<file path="config.mk">
export PLATFORM = sky130hd
export DESIGN_NAME = fc_vector_serializer
export DESIGN_NICKNAME = d
export VERILOG_FILES = /design/src/rtl/fc_vector_serializer.sv
export SDC_FILE = /design/constraint.sdc
export NUM_CORES = 1
export LEC_CHECK = 0
export ABC_AREA = 1
export CORE_MARGIN = 1
export CORE_UTILIZATION = 42
export DETAILED_ROUTE_END_ITERATION = 16
export PLACE_DENSITY = 0.79
export SETUP_SLACK_MARGIN = 0.02
export SLEW_MARGIN = 20
export SYNTH_ARGS = -nofsm -noshare
export SYNTH_HDL_FRONTEND = slang
export SYNTH_SLANG_ARGS = --single-unit
</file>
<file path="constraint.sdc">
create_clock -name clk_i -period 1.6 [get_ports clk_i]
set_clock_uncertainty 0.1 [all_clocks]
set_input_delay 0.16 -clock clk_i [delete_from_list [all_inputs] [get_ports clk_i]]
set_output_delay 0.16 -clock clk_i [all_outputs]
set_load 0.1 [all_outputs]
</file>
<file path="src/rtl/fc_vector_serializer.sv">
// Accepts one layer output vector over valid/ready and streams it to a FIFO write port,
// LANES elements per beat, with lane-valid mask, last-beat flag and zero-bubble reload.
module fc_vector_serializer #(
   parameter int unsigned WORD_SIZE    = 8,
   parameter int unsigned LAYER_HEIGHT = 4,
   parameter int unsigned LANES        = 1,
   parameter int unsigned REVERSE      = 0
) (
   input  logic                                   clk_i,
   input  logic                                   reset_i,
   input  logic                                   valid_i,
   output logic                                   ready_o,
   input  logic [LAYER_HEIGHT-1:0][WORD_SIZE-1:0] data_i,
   output logic                                   wen_o,
   input  logic                                   full_i,
   output logic [LANES-1:0][WORD_SIZE-1:0]        data_o,
   output logic [LANES-1:0]                       keep_o,
   output logic                                   last_o
);

   localparam int unsigned BEATS = (LAYER_HEIGHT + LANES - 1) / LANES;
   localparam int unsigned CW    = (BEATS > 1) ? $clog2(BEATS) : 1;

   typedef enum logic [0:0] {StIdle, StSend} state_e;

   state_e                                 state_q;
   logic [LAYER_HEIGHT-1:0][WORD_SIZE-1:0] buf_q;
   logic [CW-1:0]                          cnt_q;
   logic                                   is_last;
   logic                                   wen;
   logic                                   ready;
   logic                                   accept;

   assign is_last = (state_q == StSend) && (cnt_q == CW'(BEATS - 1));
   assign wen     = !reset_i && (state_q == StSend) && !full_i;
   // The final write frees the buffer, so a new vector may be taken on that same cycle.
   assign ready   = !reset_i && ((state_q == StIdle) || (wen && is_last));
   assign accept  = valid_i && ready;

   assign wen_o   = wen;
   assign ready_o = ready;
   assign last_o  = !reset_i && is_last;

   // Each lane picks the buffer element whose beat position matches; unmatched lanes stay zero.
   always_comb begin
      data_o = '0;
      keep_o = '0;
      if (!reset_i && (state_q == StSend)) begin
         for (int unsigned l = 0; l < LANES; l++) begin
            for (int unsigned e = 0; e < LAYER_HEIGHT; e++) begin
               if (32'(cnt_q) * LANES + l == ((REVERSE != 0) ? (LAYER_HEIGHT - 1 - e) : e)) begin
                  keep_o[l] = 1'b1;
                  data_o[l] = buf_q[e];
               end
            end
         end
      end
   end

   always_ff @(posedge clk_i) begin
      if (reset_i) begin
         state_q <= StIdle;
         cnt_q   <= '0;
         buf_q   <= '0;
      end else if (accept) begin
         buf_q   <= data_i;
         cnt_q   <= '0;
         state_q <= StSend;
      end else if (wen) begin
         if (is_last) begin
            cnt_q   <= '0;
            state_q <= StIdle;
         end else begin
            cnt_q <= cnt_q + CW'(1);
         end
      end
   end

endmodule

</file>
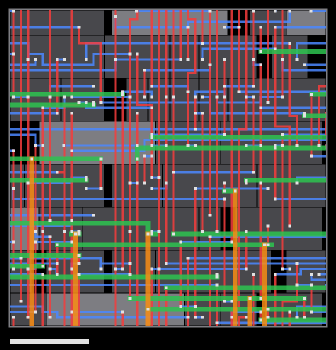
**Above:** close-up of the layout.
Scale bar: 5 microns. Window x 23 to 43, y 36 to 56 microns. Cells in grey, sequential cells in the stronger grey; small squares are vias.
met2: drawn in red. met1: drawn in blue. met3: drawn in green. met4: drawn in orange.
Most frequent: nand2_2 (5). 36 logic cells have their middle in the window. Netlist names of flops here include `buf_q` (2), `cnt_q` (1). Sequential cells in the window: 3.

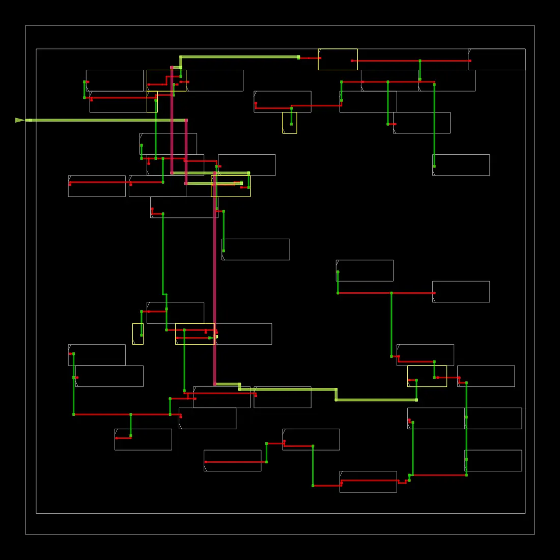
**Above:** clock nets.
clk_lat worst skew: 0.30 ns
clock buf count: 7
CTS Buf Count: 5
Sink Count: 35

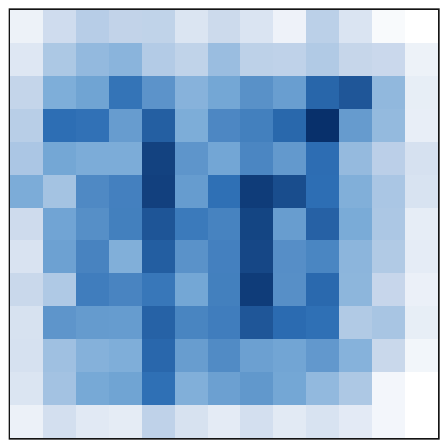
**Above:** routed metal per tile.
13 x 13 tiles, from white (low) to dark blue (high), scaled to the fullest tile. Values are wire area over tile area, all layers added.
The densest ninth of the die: middle. The mean over all tiles is 0.34. The fullest tile reaches 0.75. The emptiest ninth of the die: bottom right.

==> GITHUB_STEP_SUMMARY <==
## Implementation flow summary

| Metric | Value |
|---|---|
| Reg power frac | 44.6% |
| Adder Area Share | 2.95% |
| Mapped cell area | 1700 sq um |
| Register share after synthesis | 41.3% |
| Critical path startpoint | cnt_q[0]$_SDFFE_PP0N_ |
| Status | finished with violations |
| Setup TNS | -13.88 ns |
| Total Power | 2.26 mW |
| Grt met2 use | 63.5% |
| Most frequent cells in the layout | 37 x nand3_2, 34 x clkdlybuf4s50_1, 33 x nand2_1 |
| Finished Cell Area | 3410 sq um |
| Tool warnings | 32 |
| Crit path capture | data_o[6] |
| Routed len/inst | 24.2 microns |
| Max cap viols | 0 |
| Largest net degree at the start of global routing | 35 |
| Failing checks | setup timing |
| Hold WC Path Type | in2reg |
| Busiest grt layer | met2 |
| I/O pin count | 48 |
| Met1 Usage GRT | 44.1% |
| # setup viols final | 45 |
| DP Wirelength | 3290 microns |
| Leakage | 1.37 nW |
| Initial antenna violation count | 0 |
| Synth Instances | 226 |
| H-tree levels | 2 |
| Vias post-DR | 2,226 |
| Core Rows | 22 |
| Max Slew Vio Count | 0 |
| Yosys simple share | 36.7% |
| Via density | 6.31 |
| Clock network fraction of design power | 28.3% |
| Core area | 3770 sq um |
| Placer Congestion | 0.812 |
| Net Sw Power | 0.741 mW |
| Layout Nets | 344 |
| CTS Buffer Depth | 2 |
| Setup ws final | -0.430 ns |
| Final worst-path cycle share | 127% |
| Post-CTS Setup Bufs | 9 |
| # diodes | 0 |
| DP Area | 2570 sq um |
| Relative slew slack | 50.5% |
| Grt ovf | 0 |
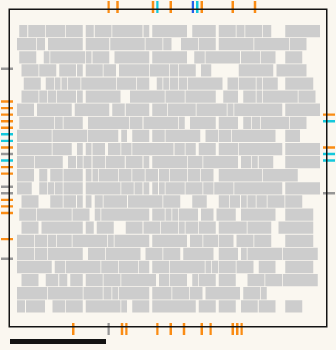
**Above:** pin map.
Scale bar: 20 microns. Pins as bars across the die edge, other pins in grey.
`keep_o`: drawn in blue, pins 1, direction output, edge top. `data_o`: drawn in cyan, pins 8, direction output, edge 3 right, 3 left, 2 top. `data_i`: drawn in orange, pins 32, direction input, edge 12 left, 11 bottom, 7 top, 2 right.
All pins by edge: 20 left, 12 bottom, 10 top, 6 right.
Die X-Extent: 65.6 microns
port bufs: 47
die height: 65.6 microns

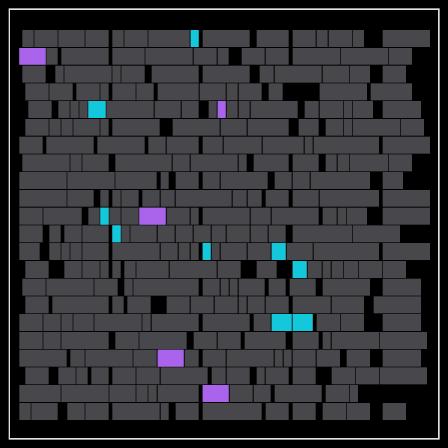
**Above:** selected gate families.
inverters: drawn in cyan, cells 9. NOR gates: drawn in purple, cells 5.
final cell count without fillers: 353
most frequent logic cell in the layout: nand3_2

-- per-stage QoR --
stage | std cells | worst slack [ns]
2_1_floorplan | 226 | -0.504
3_3_place_gp | 325 | -0.141
3_5_place_dp | 325 | -0.180
4_1_cts | 347 | -0.287
5_1_grt | 353 | -0.462
6_report | 353 | -0.430
-- Yosys cell counts, types with 2 or more instances --
library cell	instances	area, sq um
a21oi_1	13	65.1
buf_1	3	11.3
buf_2	5	25.0
buf_6	3	33.8
clkbuf_1	3	11.3
clkbuf_8	2	27.5
dfxtp_1	35	701
ha_1	4	50.1
inv_1	8	30.0
nand2_1	55	206
nand3_1	69	345
nor2_1	4	15.0
o211ai_1	8	60.1
o21ai_0	5	25.0
-- worst max-delay path: stages, from the launching register on --
cell      delay, ns
dfxtp_4        0.38
inv_6          0.09
ha_4           0.18
buf_6          0.13
nand2_2        0.07
nand2_2        0.06
o211ai_1       0.16
a21oi_4        0.20
buf_12         0.19
-- power by group through the flow --
stage / clock (mW) / combinational, mW / sequential (mW)
2_1_floorplan: 0 / 0.241 / 0.983
3_3_place_gp: 0 / 0.399 / 0.995
3_5_place_dp: 0 / 0.407 / 0.996
4_1_cts: 0.615 / 0.533 / 0.986
5_1_grt: 0.686 / 0.637 / 1.01
6_report: 0.640 / 0.614 / 1.01
-- area by class of cell --
type	count	area [sq um]	share of cell area, %
Timing Repair Buffer	88	1070	31.3
Sequential cell	35	712	20.9
Clock inverter	1	5.00	0.147
Clock buffer	7	76.3	2.24
Tap cell	48	60.1	1.76
Multi-Input combinational cell	165	1440	42.1
Inverter	9	52.6	1.54
-- flip-flops by register name, summed over array words and instances, names as in the netlist --
signal,count
cnt_q,2
state_q,1
buf_q,32
Power is estimated from default activity; no workload was simulated.
